Fig. 1: sequential cells colored by netlist name
Other sequential cells in the stronger gray, the rest of the logic in the fainter gray.
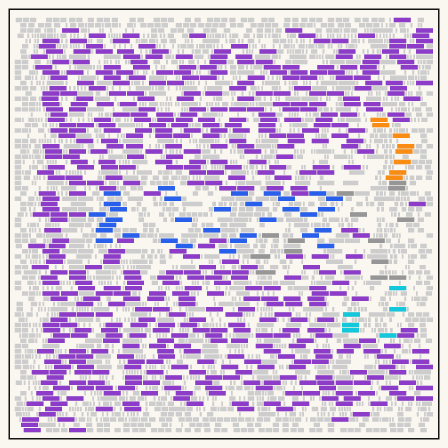
Fig. 2: clock wiring as the flow saved it
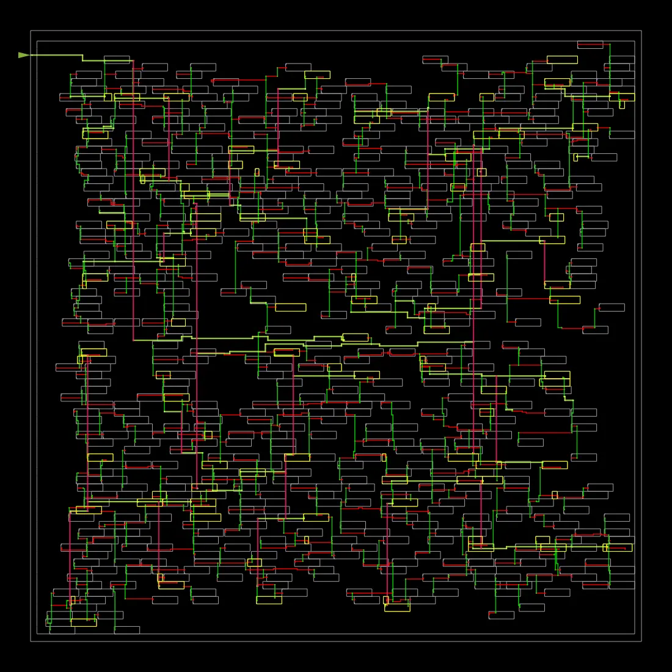
Fig. 3: signal wires by layer
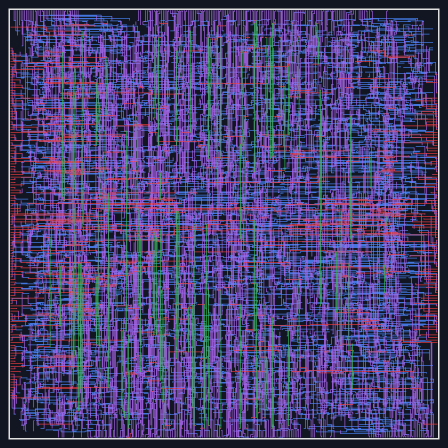
Fig. 4: gate families picked out
Scale bar: 50 um.
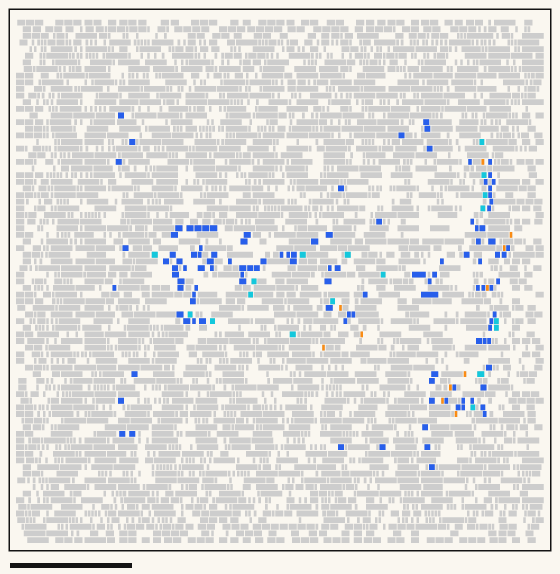
### src/rtl/movegen_sequencer_if.sv
// Move stream from the generation sequencer to the search/move-list logic.
// A word transfers on any cycle where mv_valid and mv_ready are both high.
interface movegen_sequencer_if;
  logic [31:0] mv_data;
  logic        mv_valid;
  logic        mv_ready;

  modport master (output mv_data, output mv_valid, input mv_ready);
  modport slave  (input mv_data, input mv_valid, output mv_ready);
endinterface

### src/rtl/movegen_sequencer.sv
// Board-level move generation sequencer.
// After a start, it waits for the ray/knight chains to settle. It then walks
// squares 0..63 through the board read mux and streams every non-empty
// direction word of each square out over the move handshake.
//
// state  | meaning
// -------+------------------------------------------------------------
// IDLE   | waiting for start
// SETTLE | settle down-counter running after start
// ADDR   | sq_addr held while the read mux latency elapses
// LOAD   | capture the addressed square's 16 move words
// SCAN   | examine one buffered word per cycle
// EMIT   | hold mv_data/mv_valid until the consumer accepts
// DONE   | one-cycle done pulse, then back to IDLE
module movegen_sequencer #(
  parameter int SETTLE_CYCLES = 8,
  parameter int RD_LAT        = 1,
  parameter int MAX_MOVES     = 255
) (
  input  logic                       clk,
  input  logic                       rst_n,
  input  logic                       start,
  input  logic                       abort,
  output logic [5:0]                 sq_addr,
  input  logic [511:0]               sq_moves,
  movegen_sequencer_if.master        mv,
  output logic                       busy,
  output logic                       done,
  output logic [7:0]                 move_count,
  output logic                       overflow
);

  localparam logic [2:0] S_IDLE   = 3'd0;
  localparam logic [2:0] S_SETTLE = 3'd1;
  localparam logic [2:0] S_ADDR   = 3'd2;
  localparam logic [2:0] S_LOAD   = 3'd3;
  localparam logic [2:0] S_SCAN   = 3'd4;
  localparam logic [2:0] S_EMIT   = 3'd5;
  localparam logic [2:0] S_DONE   = 3'd6;

  // With zero read latency the mux output is already valid in the cycle the
  // new address appears, so ADDR is bypassed and LOAD follows directly.
  localparam logic [2:0] S_FETCH = (RD_LAT == 0) ? S_LOAD : S_ADDR;

  localparam int SW = (SETTLE_CYCLES > 1) ? $clog2(SETTLE_CYCLES) : 1;
  localparam logic [SW-1:0] SETTLE_INIT = SW'(SETTLE_CYCLES - 1);
  localparam logic [1:0]    LAT_INIT    = 2'(RD_LAT - 1);
  localparam logic [7:0]    MAX_CNT     = 8'(MAX_MOVES);

  logic [2:0]    state;
  logic [SW-1:0] settle_cnt;
  logic [1:0]    lat_cnt;
  logic [3:0]    slot;
  logic [511:0]  move_buf;
  logic [31:0]   word;
  logic          word_nz;
  logic          room;
  logic          step;

  // Current buffered word and slot-advance decision.
  always_comb begin
    word    = move_buf[{slot, 5'b0} +: 32];
    word_nz = (word != 32'h0);
    room    = (move_count < MAX_CNT);
    step    = 1'b0;
    if (state == S_SCAN)
      step = !(word_nz && room);
    else if (state == S_EMIT)
      step = mv.mv_ready;
  end

  assign busy = (state != S_IDLE);
  assign done = (state == S_DONE);

  // Sequencer state, counters, square buffer and move stream registers.
  always_ff @(posedge clk or negedge rst_n) begin
    if (!rst_n) begin
      state       <= S_IDLE;
      settle_cnt  <= '0;
      lat_cnt     <= '0;
      slot        <= '0;
      move_buf    <= '0;
      sq_addr     <= '0;
      mv.mv_data  <= '0;
      mv.mv_valid <= 1'b0;
      move_count  <= '0;
      overflow    <= 1'b0;
    end else if (abort) begin
      // Abort wins over a same-cycle acceptance: the word is not counted.
      state       <= S_IDLE;
      mv.mv_valid <= 1'b0;
    end else begin
      case (state)
        S_IDLE: begin
          if (start) begin
            move_count <= '0;
            overflow   <= 1'b0;
            settle_cnt <= SETTLE_INIT;
            sq_addr    <= '0;
            lat_cnt    <= LAT_INIT;
            state      <= (SETTLE_CYCLES == 0) ? S_FETCH : S_SETTLE;
          end
        end
        S_SETTLE: begin
          if (settle_cnt == '0) begin
            sq_addr <= '0;
            lat_cnt <= LAT_INIT;
            state   <= S_FETCH;
          end else begin
            settle_cnt <= settle_cnt - 1'b1;
          end
        end
        S_ADDR: begin
          if (lat_cnt == '0)
            state <= S_LOAD;
          else
            lat_cnt <= lat_cnt - 1'b1;
        end
        S_LOAD: begin
          move_buf <= sq_moves;
          slot     <= '0;
          state    <= S_SCAN;
        end
        S_SCAN: begin
          if (word_nz && room) begin
            mv.mv_data  <= word;
            mv.mv_valid <= 1'b1;
            state       <= S_EMIT;
          end else if (word_nz) begin
            overflow <= 1'b1;
          end
        end
        S_EMIT: begin
          if (mv.mv_ready) begin
            move_count  <= move_count + 8'd1;
            mv.mv_valid <= 1'b0;
          end
        end
        S_DONE: begin
          state <= S_IDLE;
        end
        default: begin
          state <= S_IDLE;
        end
      endcase

      // Slot advance is shared by a skipped/dropped word and an accepted move.
      if (step) begin
        if (slot != 4'hf) begin
          slot  <= slot + 4'd1;
          state <= S_SCAN;
        end else if (sq_addr == 6'd63) begin
          state <= S_DONE;
        end else begin
          sq_addr <= sq_addr + 6'd1;
          lat_cnt <= LAT_INIT;
          state   <= S_FETCH;
        end
      end
    end
  end

endmodule
### src/flat_wrapper.sv
// flat-port wrapper written by rule: the top's interface ports become plain ports
module movegen_sequencer_flat 
#(
  parameter int SETTLE_CYCLES = 8,
  parameter int RD_LAT        = 1,
  parameter int MAX_MOVES     = 255
)
  (clk, rst_n, start, abort, sq_addr, sq_moves, busy, done, move_count, overflow, mv_mv_data, mv_mv_valid, mv_mv_ready);
  movegen_sequencer_if mv_i ();
  input  logic clk;
  input  logic rst_n;
  input  logic start;
  input  logic abort;
  output logic [5:0] sq_addr;
  input  logic [511:0] sq_moves;
  output logic busy;
  output logic done;
  output logic [7:0] move_count;
  output logic overflow;
  output wire logic [$bits(mv_i.mv_data)-1:0] mv_mv_data;
  output wire logic [$bits(mv_i.mv_valid)-1:0] mv_mv_valid;
  input wire logic [$bits(mv_i.mv_ready)-1:0] mv_mv_ready;
  assign mv_mv_data = mv_i.mv_data;
  assign mv_mv_valid = mv_i.mv_valid;
  assign mv_i.mv_ready = mv_mv_ready;
  movegen_sequencer #(.SETTLE_CYCLES(SETTLE_CYCLES), .RD_LAT(RD_LAT), .MAX_MOVES(MAX_MOVES)) u_core (.clk(clk), .rst_n(rst_n), .start(start), .abort(abort), .sq_addr(sq_addr), .sq_moves(sq_moves), .mv(mv_i), .busy(busy), .done(done), .move_count(move_count), .overflow(overflow));
endmodule
### config.mk
export PLATFORM = sky130hd
export DESIGN_NAME = movegen_sequencer_flat
export DESIGN_NICKNAME = d
export VERILOG_FILES = /design/src/rtl/movegen_sequencer_if.sv /design/src/rtl/movegen_sequencer.sv /design/src/flat_wrapper.sv
export SDC_FILE = /design/constraint.sdc
export NUM_CORES = 1
export LEC_CHECK = 0
export CORE_MARGIN = 2
export CORE_UTILIZATION = 55
export CTS_CLUSTER_DIAMETER = 80
export DETAILED_ROUTE_END_ITERATION = 6
export PLACE_DENSITY_LB_ADDON = 0.08
export SYNTH_ARGS = -nofsm -noshare
export SYNTH_HDL_FRONTEND = slang
export SYNTH_SLANG_ARGS = --single-unit
### constraint.sdc
create_clock -name clk -period 6.76 [get_ports clk]
set_clock_uncertainty 0.15 [all_clocks]
set_input_delay 1.014 -clock clk [delete_from_list [all_inputs] [get_ports clk]]
set_output_delay 1.014 -clock clk [all_outputs]
set_load 0.02 [all_outputs]
==> results.cfg <==
; implementation run metrics
[status]
status = completed

[power]
total_power_uw = 14700
peakVddDrop_v = 0.000333

[placement]
place_hpwl_mm = 65.8
io_buffers = 566
gp_congestion = 0.985

[route]
vias_per_cell = 5.77
drt_iter0_markers = 2350
dr.pass1.iters = 6
drc = 0

[setup_path]
critPathArrivalTime_ps = 5380
crit_path_end_kind = register
worst-r2r-setup-slack_ps = 1730
critical_path_class = register to register
startpoint_type = register
worstPathCellList = buf_12 > mux4_2 > a22oi_1 > nand2_1 > or4_1 > nor2_1 > nand4_4 > nand4_1 > buf_4 > mux2_2
cp_slowest_stage_delay_ps = 900
required_ps = 7110

[die]
std_cell_rows = 79
ios = 567
core_sq_um = 46600
fp-utilization_pct = 55.8
die_w_um = 221

[yosys]
synth_cell_type_count = 57
yosys_area_sq_um = 26000
synthArstFlopShare_pct = 100
area_leaders = dfrtp_1 55%, nand2_1 23%, mux4_2 10%, clkbuf_1 2.0%, mux2i_1 1.6%
synth.most_common_cell = nand2_1
yosysWarnings = 0
yosysTopAreaCell = dfrtp_1
fp_nets = 3278
synth_area_sq_um = 26000
ys_ff = 572
top_cells_by_count = 1,579 x nand2_1, 572 x dfrtp_1, 136 x clkbuf_1
ys_cells = 2756

[final_timing]
final-max-slew-violation-count = 0
maxSlewHeadroom_pct = 11.7
hold_viol = 0
max_freq_mhz = 199
whs_ps = 247
setup_viol_count_final = 0
finalCriticalPeriod_ps = 5030
tns_ps = 0
rsz0062_at_grt = no
worstMarginPinSlew_ps = 1320
finalClockPeriodUsage_pct = 74.4

[global_route]
antenna_found_initial = 1
overflow = 0
first_global_vias = 22903
grt_max_degree = 166

[clocking]
cts_resized = 0
cts_hold_buf = 0
max-clock-path-buffers = 3
root_buffer = clkbuf_16
clkTransAtPathRegs_ps = 60
cts_setup_buffers = 0
h-tree-depth = 2

[finish]
layout.nets = 3761
drive_above_1_share_pct = 8.53
area_growth_pct = 31.0

[min_path]
min_path_type = input port to async pin

[run]
tool_warnings = 45
drv_cap = 0
-- Fig. 1 (at the start) --
- cyan: `u_core.sq_addr` (flops 6; where south-east)
- purple: `u_core.move_buf` (flops 512; where widely spread)
- orange: `u_core.move_count` (flops 8)
- blue: `u_core.mv.mv_data` (flops 32)
- not colored: 14
Seq/total area: 42.1%
final core utilization: 73.1%
sequential logic power: 6500 uW

-- Fig. 2 (at the start) --
Clock Power: 3380 uW
number of clock buffers in the layout: 83
clk sinks: 572
cts bufs inserted: 57

-- Fig. 3 (at the start) --
- green: metal 4 (wire length 6,140 um)
- red: metal 3 (wire length 6,340 um)
- blue: metal 1 (wire length 32.8 mm)
- purple: metal 2 (wire length 43.6 mm)
via count: 22,459
WL/cell: 22.9 um
Global Route Usage Sum: 36.4%

-- Fig. 4 (at the start) --
- orange: inv cells (cells 11; most used inv_1)
- blue: aoi and oai cells (cells 118; most used a22oi_1)
- cyan: and/or cells (cells 18; most used and2_1)
most numerous logic cell after layout: nand2_1
fraction of area in multi-input gates: 32.1%
Finished Layout Cells: 3,890

[area by class of cell]
cell class	count	area [sq um]	area share, %
diodes	1	2.50	0.00735
clock buffers	83	1690	4.98
clock inverters	19	300	0.882
inverters	11	41.3	0.121
multi-input cells	2005	10900	32.1
flip-flops and latches	572	14300	42.1
well taps	607	759	2.23
repair buffers	592	6000	17.6
[worst max-delay path by stage]
stage | startpoint | endpoint | slack (ps) | cells past startpoint
final | u_core.slot[0] | u_core.mv.mv_data[13] | 1730 | 10
after global routing | u_core.slot[0] | u_core.mv.mv_data[5] | 1560 | 10
after CTS | u_core.slot[0] | u_core.mv.mv_data[5] | 1820 | 10
after detailed placement | u_core.slot[0] | u_core.mv.mv_data[7] | 1840 | 10
after global placement | u_core.slot[0] | u_core.mv.mv_data[7] | 1910 | 10
after floorplan | u_core.slot[1] | u_core.sq_addr[1] | 3010 | 11
[worst max-delay path: cells and delay by family (launching register included)]
family,cells,cell delay [ps]
AND-OR/OR-AND,1,370
multiplexers,2,970
AND/OR/NAND/NOR,5,1470
buffers and inverters,2,900
flip-flops,1,900
[state kept, by name, indices dropped and copies added, names as in the netlist]
| name | count |
|---|---|
| u_core.move_count | 8 |
| u_core.state | 3 |
| u_core.overflow | 1 |
| u_core.settle_cnt | 3 |
| u_core.lat_cnt | 2 |
| u_core.sq_addr | 6 |
| u_core.move_buf | 512 |
| u_core.slot | 4 |
| u_core.mv.mv_valid | 1 |
| u_core.mv.mv_data | 32 |
[power by group]
group / internal (uW) / switching (uW) / leakage (uW)
registers: 5090 / 1400 / 0.00723
logic: 2360 / 2500 / 0.00841
clock network: 2000 / 1380 / 0.000977
total: 9460 / 5280 / 0.0166
[metal layers]
metal  part of all wire [%]  up-vias  track usage, %
met4                    6.9        0            22.1
met3                    7.1      259            5.70
li1                       -     9927               -
met2                     49     1086            60.1
met5                      0        -               0
met1                     37    11187            45.5
[stage by stage]
stage	cell area, sq um	std cells	worst slack, ps	util [%]
3_5_place_dp	32000	3787	1840	68.8
5_1_grt	34000	3890	1560	73.1
4_1_cts	34000	3889	1820	73.1
3_3_place_gp	32000	3787	1910	68.8
2_1_floorplan	26000	2756	3010	-
6_report	34000	3890	1730	73.1
[cells by family (layout without fill, tap and decap cells)]
logic type	after synthesis	count (layout)	share of synthesized area (%)
buffers and inverters	179	705	3.01
AND/OR/NAND/NOR	1677	1677	24.9
adder cells (fa/ha/maj)	5	5	0.241
multiplexers	187	187	13.0
AND-OR/OR-AND	136	136	3.73
flip-flops	572	572	55.1
other	0	1	0
[placed cells by master (no fill, tap or decap), drive strengths merged, types with 24 or more instances in the layout]
master / count
dfrtp: 572
a22oi: 29
clkdlybuf4s50: 565
buf: 27
mux2: 28
nor2: 24
o21ai: 29
mux2i: 41
clkbuf: 83
nand2: 1579
mux4: 118
No activity file was given, so power comes from the tool's default toggle rates.
